==> src/rtl/tlb_cmd_arbiter_pkg.sv <==
// Shared TLB command types used by the TLB command arbiter and its requesters.
package tlb_cmd_arbiter_pkg;

   localparam int PAGE_INDEX_WIDTH = 20;
   localparam int ASID_WIDTH       = 8;

   typedef logic [PAGE_INDEX_WIDTH-1:0] page_index_t;

   typedef enum logic [1:0] {
      TLB_OP_UPDATE   = 2'd0,
      TLB_OP_INVAL    = 2'd1,
      TLB_OP_INVAL_ALL = 2'd2,
      TLB_OP_RSVD     = 2'd3
   } tlb_op_t;

   typedef struct packed {
      logic present;
      logic exe_writable;
      logic supervisor;
      logic is_global;
   } tlb_flags_t;

endpackage

==> src/rtl/tlb_cmd_arbiter_rr_arbiter.sv <==
// Round-robin arbiter: one-hot grant searched from ptr_q; ptr_q moves past the winner on advance.
module tlb_cmd_arbiter_rr_arbiter #(
   parameter int NUM_REQUESTERS = 4
) (
   input  logic                      clk,
   input  logic                      reset,
   input  logic [NUM_REQUESTERS-1:0] req,
   input  logic                      advance,
   output logic [NUM_REQUESTERS-1:0] grant
);
   localparam int PW = $clog2(NUM_REQUESTERS);

   logic [PW-1:0] ptr_q, ptr_d;
   logic [PW-1:0] idx, gidx;
   logic          found;

   // Index arithmetic wraps for free because NUM_REQUESTERS is a power of two.
   always_comb begin
      grant = '0;
      found = 1'b0;
      gidx  = '0;
      idx   = '0;
      for (int k = 0; k < NUM_REQUESTERS; k++) begin
         idx = ptr_q + PW'(k);
         if (!found && req[idx]) begin
            grant[idx] = 1'b1;
            gidx       = idx;
            found      = 1'b1;
         end
      end
      ptr_d = (advance && found) ? gidx + PW'(1) : ptr_q;
   end

   always_ff @(posedge clk) begin
      if (reset) ptr_q <= '0;
      else       ptr_q <= ptr_d;
   end

endmodule

==> src/rtl/tlb_cmd_arbiter.sv <==
// Muxes pipeline lookups and round-robin maintenance requests onto a single TLB command port.
module tlb_cmd_arbiter
   import tlb_cmd_arbiter_pkg::*;
#(
   parameter int NUM_REQUESTERS = 4,
   parameter int STARVE_LIMIT   = 8
) (
   input  logic                                       clk,
   input  logic                                       reset,
   input  logic                                       lookup_req,
   input  page_index_t                                lookup_vpage_idx,
   input  logic [ASID_WIDTH-1:0]                      lookup_asid,
   output logic                                       lookup_stall,
   input  logic [NUM_REQUESTERS-1:0]                  maint_valid,
   input  tlb_op_t [NUM_REQUESTERS-1:0]               maint_op,
   input  page_index_t [NUM_REQUESTERS-1:0]           maint_vpage_idx,
   input  logic [NUM_REQUESTERS-1:0][ASID_WIDTH-1:0]  maint_asid,
   input  page_index_t [NUM_REQUESTERS-1:0]           maint_ppage_idx,
   input  tlb_flags_t [NUM_REQUESTERS-1:0]            maint_flags,
   output logic [NUM_REQUESTERS-1:0]                  maint_grant,
   output logic [NUM_REQUESTERS-1:0]                  maint_done,
   output logic                                       tlb_lookup_en,
   output logic                                       tlb_update_en,
   output logic                                       tlb_invalidate_en,
   output logic                                       tlb_invalidate_all_en,
   output page_index_t                                tlb_request_vpage_idx,
   output logic [ASID_WIDTH-1:0]                      tlb_request_asid,
   output page_index_t                                tlb_update_ppage_idx,
   output logic                                       tlb_update_present,
   output logic                                       tlb_update_exe_writable,
   output logic                                       tlb_update_supervisor,
   output logic                                       tlb_update_global
);
   localparam int SW = $clog2(STARVE_LIMIT + 1);

   logic [SW-1:0]             starve_cnt_q, starve_cnt_d;
   logic [NUM_REQUESTERS-1:0] done_q, done_d;
   logic [NUM_REQUESTERS-1:0] arb_grant;
   logic                      maint_any, maint_win, lookup_win;

   tlb_op_t                   sel_op;
   page_index_t               sel_vpage, sel_ppage;
   logic [ASID_WIDTH-1:0]     sel_asid;
   tlb_flags_t                sel_flags;

   tlb_cmd_arbiter_rr_arbiter #(.NUM_REQUESTERS(NUM_REQUESTERS)) u_rr (
      .clk     (clk),
      .reset   (reset),
      .req     (maint_valid),
      .advance (maint_win),
      .grant   (arb_grant)
   );

   assign maint_any  = |maint_valid;
   assign maint_win  = !reset && maint_any &&
                       (!lookup_req || starve_cnt_q == SW'(STARVE_LIMIT));
   assign lookup_win = !reset && lookup_req && !maint_win;

   always_comb begin
      sel_op    = TLB_OP_RSVD;
      sel_vpage = '0;
      sel_asid  = '0;
      sel_ppage = '0;
      sel_flags = '0;
      for (int i = 0; i < NUM_REQUESTERS; i++) begin
         if (arb_grant[i]) begin
            sel_op    = maint_op[i];
            sel_vpage = maint_vpage_idx[i];
            sel_asid  = maint_asid[i];
            sel_ppage = maint_ppage_idx[i];
            sel_flags = maint_flags[i];
         end
      end
   end

   always_comb begin
      tlb_lookup_en           = 1'b0;
      tlb_update_en           = 1'b0;
      tlb_invalidate_en       = 1'b0;
      tlb_invalidate_all_en   = 1'b0;
      tlb_request_vpage_idx   = '0;
      tlb_request_asid        = '0;
      tlb_update_ppage_idx    = '0;
      tlb_update_present      = 1'b0;
      tlb_update_exe_writable = 1'b0;
      tlb_update_supervisor   = 1'b0;
      tlb_update_global       = 1'b0;
      maint_grant             = maint_win ? arb_grant : '0;
      if (lookup_win) begin
         tlb_lookup_en         = 1'b1;
         tlb_request_vpage_idx = lookup_vpage_idx;
         tlb_request_asid      = lookup_asid;
      end else if (maint_win) begin
         // Reserved ops are still granted and completed, but touch nothing.
         unique case (sel_op)
            TLB_OP_UPDATE: begin
               tlb_update_en           = 1'b1;
               tlb_request_vpage_idx   = sel_vpage;
               tlb_request_asid        = sel_asid;
               tlb_update_ppage_idx    = sel_ppage;
               tlb_update_present      = sel_flags.present;
               tlb_update_exe_writable = sel_flags.exe_writable;
               tlb_update_supervisor   = sel_flags.supervisor;
               tlb_update_global       = sel_flags.is_global;
            end
            TLB_OP_INVAL: begin
               tlb_invalidate_en     = 1'b1;
               tlb_request_vpage_idx = sel_vpage;
               tlb_request_asid      = sel_asid;
            end
            TLB_OP_INVAL_ALL: tlb_invalidate_all_en = 1'b1;
            default: ;
         endcase
      end
   end

   assign lookup_stall = lookup_req && !tlb_lookup_en;

   always_comb begin
      starve_cnt_d = starve_cnt_q;
      if (!maint_any || maint_win)
         starve_cnt_d = '0;
      else if (starve_cnt_q != SW'(STARVE_LIMIT))
         starve_cnt_d = starve_cnt_q + SW'(1);
      done_d = maint_grant;
   end

   always_ff @(posedge clk) begin
      if (reset) begin
         starve_cnt_q <= '0;
         done_q       <= '0;
      end else begin
         starve_cnt_q <= starve_cnt_d;
         done_q       <= done_d;
      end
   end

   // Gating with reset drops a completion whose grant landed just before reset.
   assign maint_done = reset ? '0 : done_q;

   always_ff @(posedge clk) begin
      if (!reset)
         assert ($onehot0({tlb_lookup_en, tlb_update_en, tlb_invalidate_en, tlb_invalidate_all_en}));
   end

endmodule

==> config.mk <==
export PLATFORM = sky130hd
export DESIGN_NAME = tlb_cmd_arbiter
export DESIGN_NICKNAME = d
export VERILOG_FILES = /design/src/rtl/tlb_cmd_arbiter_pkg.sv /design/src/rtl/tlb_cmd_arbiter_rr_arbiter.sv /design/src/rtl/tlb_cmd_arbiter.sv
export SDC_FILE = /design/constraint.sdc
export NUM_CORES = 1
export LEC_CHECK = 0
export CORE_AREA = 2 2 121 123
export CTS_CLUSTER_DIAMETER = 50
export DETAILED_ROUTE_END_ITERATION = 12
export DIE_AREA = 0 0 123 125
export RECOVER_POWER = 25
export SLEW_MARGIN = 20
export SYNTH_ARGS = -nofsm -noshare
export SYNTH_HDL_FRONTEND = slang
export SYNTH_SLANG_ARGS = --single-unit
==> constraint.sdc <==
create_clock -name clk -period 6.8 [get_ports clk]
set_input_delay 1.7 -clock clk [delete_from_list [all_inputs] [get_ports clk]]
set_output_delay 1.7 -clock clk [all_outputs]
set_load 0.1 [all_outputs]
Fig. 1: run 1, wiring by layer
Scale: 3 px per µm. Two of the layers only.
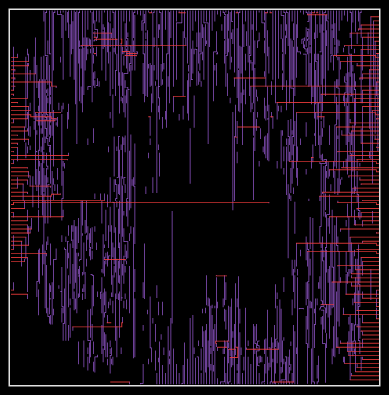
met2: in purple, wire length 8630 µm. met3: in red, wire length 1440 µm.
DR vias: 4437
WL final: 17.3 mm
routed length per instance: 20.1 µm

Fig. 2: run 1, selected gate families
Scale: 3 px per µm.
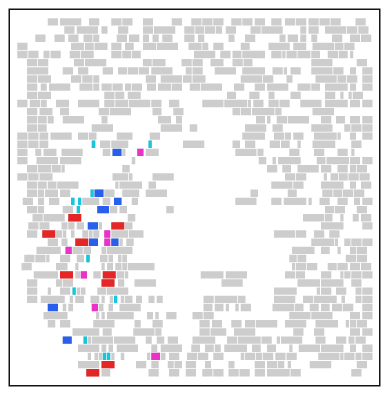
AND and OR gates: in magenta, cells 7. AND-OR and OR-AND gates: in blue, cells 9. adder and majority cells: in red, cells 9. inverters: in cyan, cells 12.
Non-Filler Instances: 857
combinational fraction of the cell area: 37.6%
most frequent logic cell in the layout: clkdlybuf4s50_1

Fig. 3: run 1, placement view
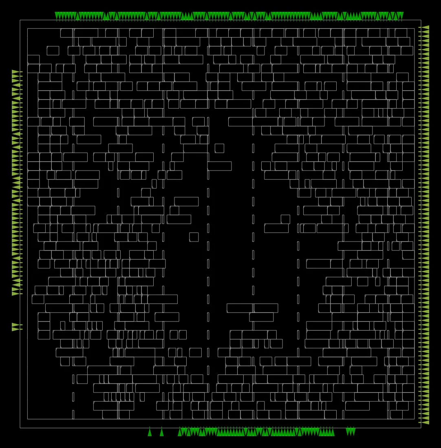
FP Rows: 44
core area: 14200 µm²
Tapcells: 184
Seq cells: 10

Fig. 4: run 1, close-up of the layout
Region (46, 48) to (76, 78) µm. Cells in gray, sequential cells in the stronger gray; small squares are vias.
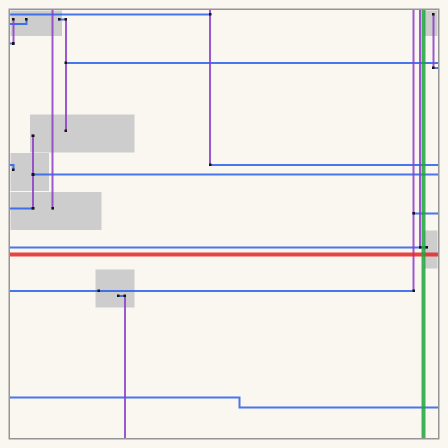
met1: in blue. met4: in green. met3: in red. met2: in purple.
Sequential cells in the window: 0. 5 logic cells have their middle in the window. Most frequent: buf_12 (2), buf_4 (2), a31oi_2 (1).

==> results.json, run 1 <==
{
  "preCtsSetupSlack_ns": -0.0514,
  "synthAoiAreaFrac_pct": 46.5,
  "chipArea_um2": 15400,
  "worstSetupPathType": "in -> out",
  "highest_layer": "met4",
  "path_buffers": 3,
  "synth.logic.top_family": "AND-OR/OR-AND gates",
  "whs_ns": 0.466,
  "layout_setup_ws_ns": 0.108,
  "wl_met3_mm": 1.44,
  "hold_path_depth": 1,
  "yosys.stat.seqShare_pct": 7.36,
  "ys_warn_count": 0,
  "ys_sh_adder_pct": 4.14,
  "stdcell_area_um2": 7280,
  "path_depth": 10,
  "outcome": "completed",
  "cts_max_level": 1,
  "die-height_um": 125,
  "seq_area_um2": 200,
  "grt_pass1_vias": 4517,
  "lay_top_cells": "clkdlybuf4s50_1, buf_12, o22ai_1, a221oi_1, nand2_1",
  "final-clk-cell-share_pct": 1.03,
  "clockPowerShare_pct": 7.2,
  "diodes": 1,
  "rsz0062_at_grt": "false",
  "fin_worst_skew_ns": 0.00234,
  "r2r_slack_ns": 3.45,
  "yosys_cells": 370,
  "post_dp_cell_area_um2": 7190,
  "antenna_found_initial": 1,
  "hold_path_end": "starve_cnt_q[0]$_SDFFE_PP0N_",
  "nClkBuffers": 3,
  "ys_types": 47,
  "dominant_cells": "buffers",
  "grt_max_degree": 31,
  "insertion_delay_ns": 0.23,
  "comb_cells": 301,
  "avgSynthCellArea_um2": 7.36,
  "crit_path_start": "maint_valid[1]",
  "p_comb_share_pct": 88.0,
  "dp.cells": 851,
  "peakVddDrop_mv": 0.0897,
  "crit_required_ns": 5.10
}
## Run 2: what changed since run 1
--- a/config.mk
+++ b/config.mk
@@ -5,12 +5,13 @@
 export SDC_FILE = /design/constraint.sdc
 export NUM_CORES = 1
 export LEC_CHECK = 0
-export CORE_AREA = 2 2 121 123
+export CORE_AREA = 2 2 124 126
 export CTS_CLUSTER_DIAMETER = 50
 export DETAILED_ROUTE_END_ITERATION = 12
-export DIE_AREA = 0 0 123 125
+export DIE_AREA = 0 0 126 128
 export RECOVER_POWER = 25
 export SLEW_MARGIN = 20
 export SYNTH_ARGS = -nofsm -noshare
 export SYNTH_HDL_FRONTEND = slang
+export SYNTH_HIERARCHICAL = 1
 export SYNTH_SLANG_ARGS = --single-unit
Fig. 5: run 2, wiring heat map
Scale: 2 px per µm. 25 x 26 tiles, from dark purple (low) to yellow (high), scaled to the fullest tile. Values are wire area over tile area, all layers added.
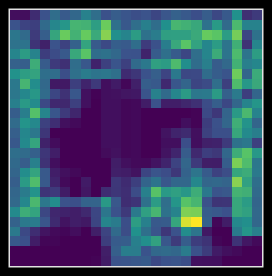
The emptiest ninth of the die: middle. 16% of the tiles are over half the peak. The mean over all tiles is 0.17. The densest ninth of the die: top right. 14% of the tiles are nearly empty.
routed length per instance: 18.9 µm
WL final: 17.0 mm
Global Route Usage Sum: 19.3%
DR vias: 4648

Fig. 6: run 2, wiring by layer
Scale: 3 px per µm. Two of the layers only.
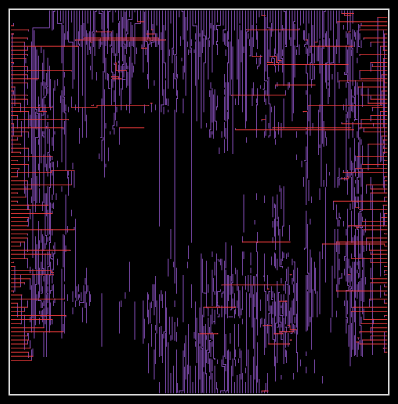
met3: in red, wire length 1510 µm. met2: in purple, wire length 8460 µm.

==> results.json, run 2 <==
{
  "clockPowerShare_pct": 9.6,
  "grt_pass1_vias": 4696,
  "wl_met3_mm": 1.51,
  "die-height_um": 128,
  "lay_top_count": "clkdlybuf4s50_1",
  "comb_share_pct": 36.5,
  "syn_area_um2": 2970,
  "post_dp_cell_area_um2": 6970,
  "hold_path_end": "starve_cnt_q[0]$_SDFFE_PP0N_",
  "worst_path_max_delay_cell": "clkdlybuf4s50_1",
  "nWellTaps": 188,
  "core_um2": 14900,
  "fin_worst_skew_ns": 0.00418,
  "cts_max_level": 1,
  "rows": 45,
  "chipArea_um2": 16100,
  "antenna_found_initial": 0,
  "seq_power_mw": 0.0674,
  "ys_warn_count": 6,
  "rsz0062_at_grt": "false",
  "preCtsSetupSlack_ns": -0.0101,
  "lay_top_cells": "clkdlybuf4s50_1, buf_12, nor2b_1, nand2_1, a221oi_1",
  "avgSynthCellArea_um2": 7.00,
  "start_kind": "input port",
  "hold_buffers": 0,
  "insertion_delay_ns": 0.24,
  "ys_sh_adder_pct": 2.95,
  "r2r_end": "done_q[2]$_SDFF_PP0_",
  "comb_cells": 357,
  "stdcell_area_um2": 7060,
  "layout_setup_ws_ns": 0.0821,
  "final-clk-cell-share_pct": 1.26,
  "peakVddDrop_mv": 0.0934,
  "yosysMostFrequentCell": "nor2b_1",
  "p_comb_share_pct": 84.9,
  "worstSetupPathType": "in -> out",
  "timing.rr.start": "u_rr/ptr_q[0]$_SDFFE_PP0P_",
  "r2r_slack_ns": 3.67,
  "nClkBuffers": 4,
  "ys_types": 44,
  "outcome": "completed",
  "path_buffers": 4,
  "yosys.stat.seqShare_pct": 6.75,
  "highest_layer": "met4",
  "path_depth": 13,
  "synthAoiAreaFrac_pct": 45.5,
  "dominant_cells": "buffers",
  "grt_max_degree": 60,
  "crit_path_start": "maint_valid[0]",
  "finalNonFillerCells": 903
}
## Run 3: what changed since run 2
--- a/config.mk
+++ b/config.mk
@@ -5,10 +5,10 @@
 export SDC_FILE = /design/constraint.sdc
 export NUM_CORES = 1
 export LEC_CHECK = 0
-export CORE_AREA = 2 2 124 126
+export CORE_AREA = 2 2 122 124
 export CTS_CLUSTER_DIAMETER = 50
 export DETAILED_ROUTE_END_ITERATION = 12
-export DIE_AREA = 0 0 126 128
+export DIE_AREA = 0 0 124 126
 export RECOVER_POWER = 25
 export SLEW_MARGIN = 20
 export SYNTH_ARGS = -nofsm -noshare
==> constraint.sdc (replaced) <==
create_clock -name clk -period 8.25 [get_ports clk]
set_input_delay 2.0625 -clock clk [delete_from_list [all_inputs] [get_ports clk]]
set_output_delay 2.0625 -clock clk [all_outputs]
set_load 0.1 [all_outputs]
Fig. 7: run 3, wiring by layer
Scale: 3 px per µm. Two of the layers only.
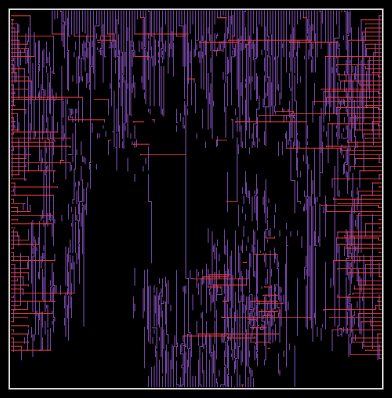
met2: in purple, wire length 8880 µm. met3: in red, wire length 1730 µm.
routed length per instance: 19.7 µm
WL final: 17.6 mm
Global Route Usage Sum: 20.7%
DR vias: 4626

Fig. 8: run 3, placement view
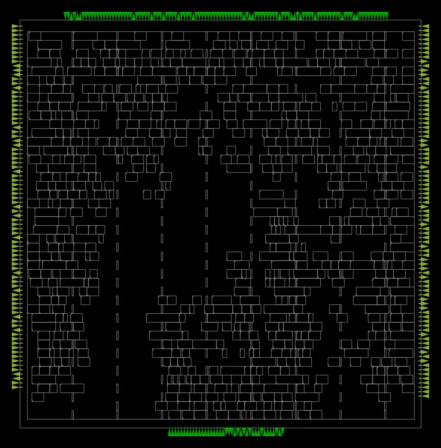
sequential share of cell area: 2.91%
Fillers: 1352
Core Util, Final: 48.1%

==> results.json, run 3 <==
{
  "crit_path_start": "maint_valid[1]",
  "syn_area_um2": 2970,
  "ys_types": 44,
  "r2r_end": "done_q[3]$_SDFF_PP0_",
  "stdcell_area_um2": 6890,
  "yosysMostFrequentCell": "nor2b_1",
  "sw_frac_of_total_pct": 50.8,
  "lay_top_cells": "clkdlybuf4s50_1, nor2b_1, buf_12, nand2_1",
  "final-clk-cell-share_pct": 1.29,
  "nWellTaps": 184,
  "path_buffers": 4,
  "layout_setup_ws_ns": 0.554,
  "highest_layer": "met4",
  "synthAoiAreaFrac_pct": 45.5,
  "use_met1_pct": 23.5,
  "synth_nets": 682,
  "clockPowerShare_pct": 9.7,
  "worst_path_max_delay_cell": "dlygate4sd3_1",
  "grt_pass1_vias": 4760,
  "crit_arrival_ns": 5.63,
  "comb_cells": 357,
  "fin_worst_skew_ns": 0.00360,
  "crit_required_ns": 6.19,
  "insertion_delay_ns": 0.24,
  "rows": 44,
  "dominant_cells": "buffers",
  "nClkBuffers": 4,
  "post_dp_cell_area_um2": 6810,
  "antenna_found_initial": 0,
  "die-height_um": 126,
  "path_depth": 12,
  "outcome": "completed",
  "start_kind": "input port",
  "worstSetupEndpoint": "tlb_update_ppage_idx[7]",
  "seq_power_mw": 0.0555,
  "worstSetupPathType": "in -> out",
  "peakVddDrop_mv": 0.0831,
  "ys_sh_adder_pct": 2.95,
  "simple_gate_share_pct": 32.3,
  "r2r_slack_ns": 4.78,
  "hold_buffers": 0,
  "hold_path_end": "starve_cnt_q[0]$_SDFFE_PP0N_",
  "wl_met3_mm": 1.73,
  "avgSynthCellArea_um2": 7.00,
  "preCtsSetupSlack_ns": 0.517,
  "finalNonFillerCells": 890,
  "drive_gt1_share_pct": 12.2,
  "lay_top_count": "clkdlybuf4s50_1"
}
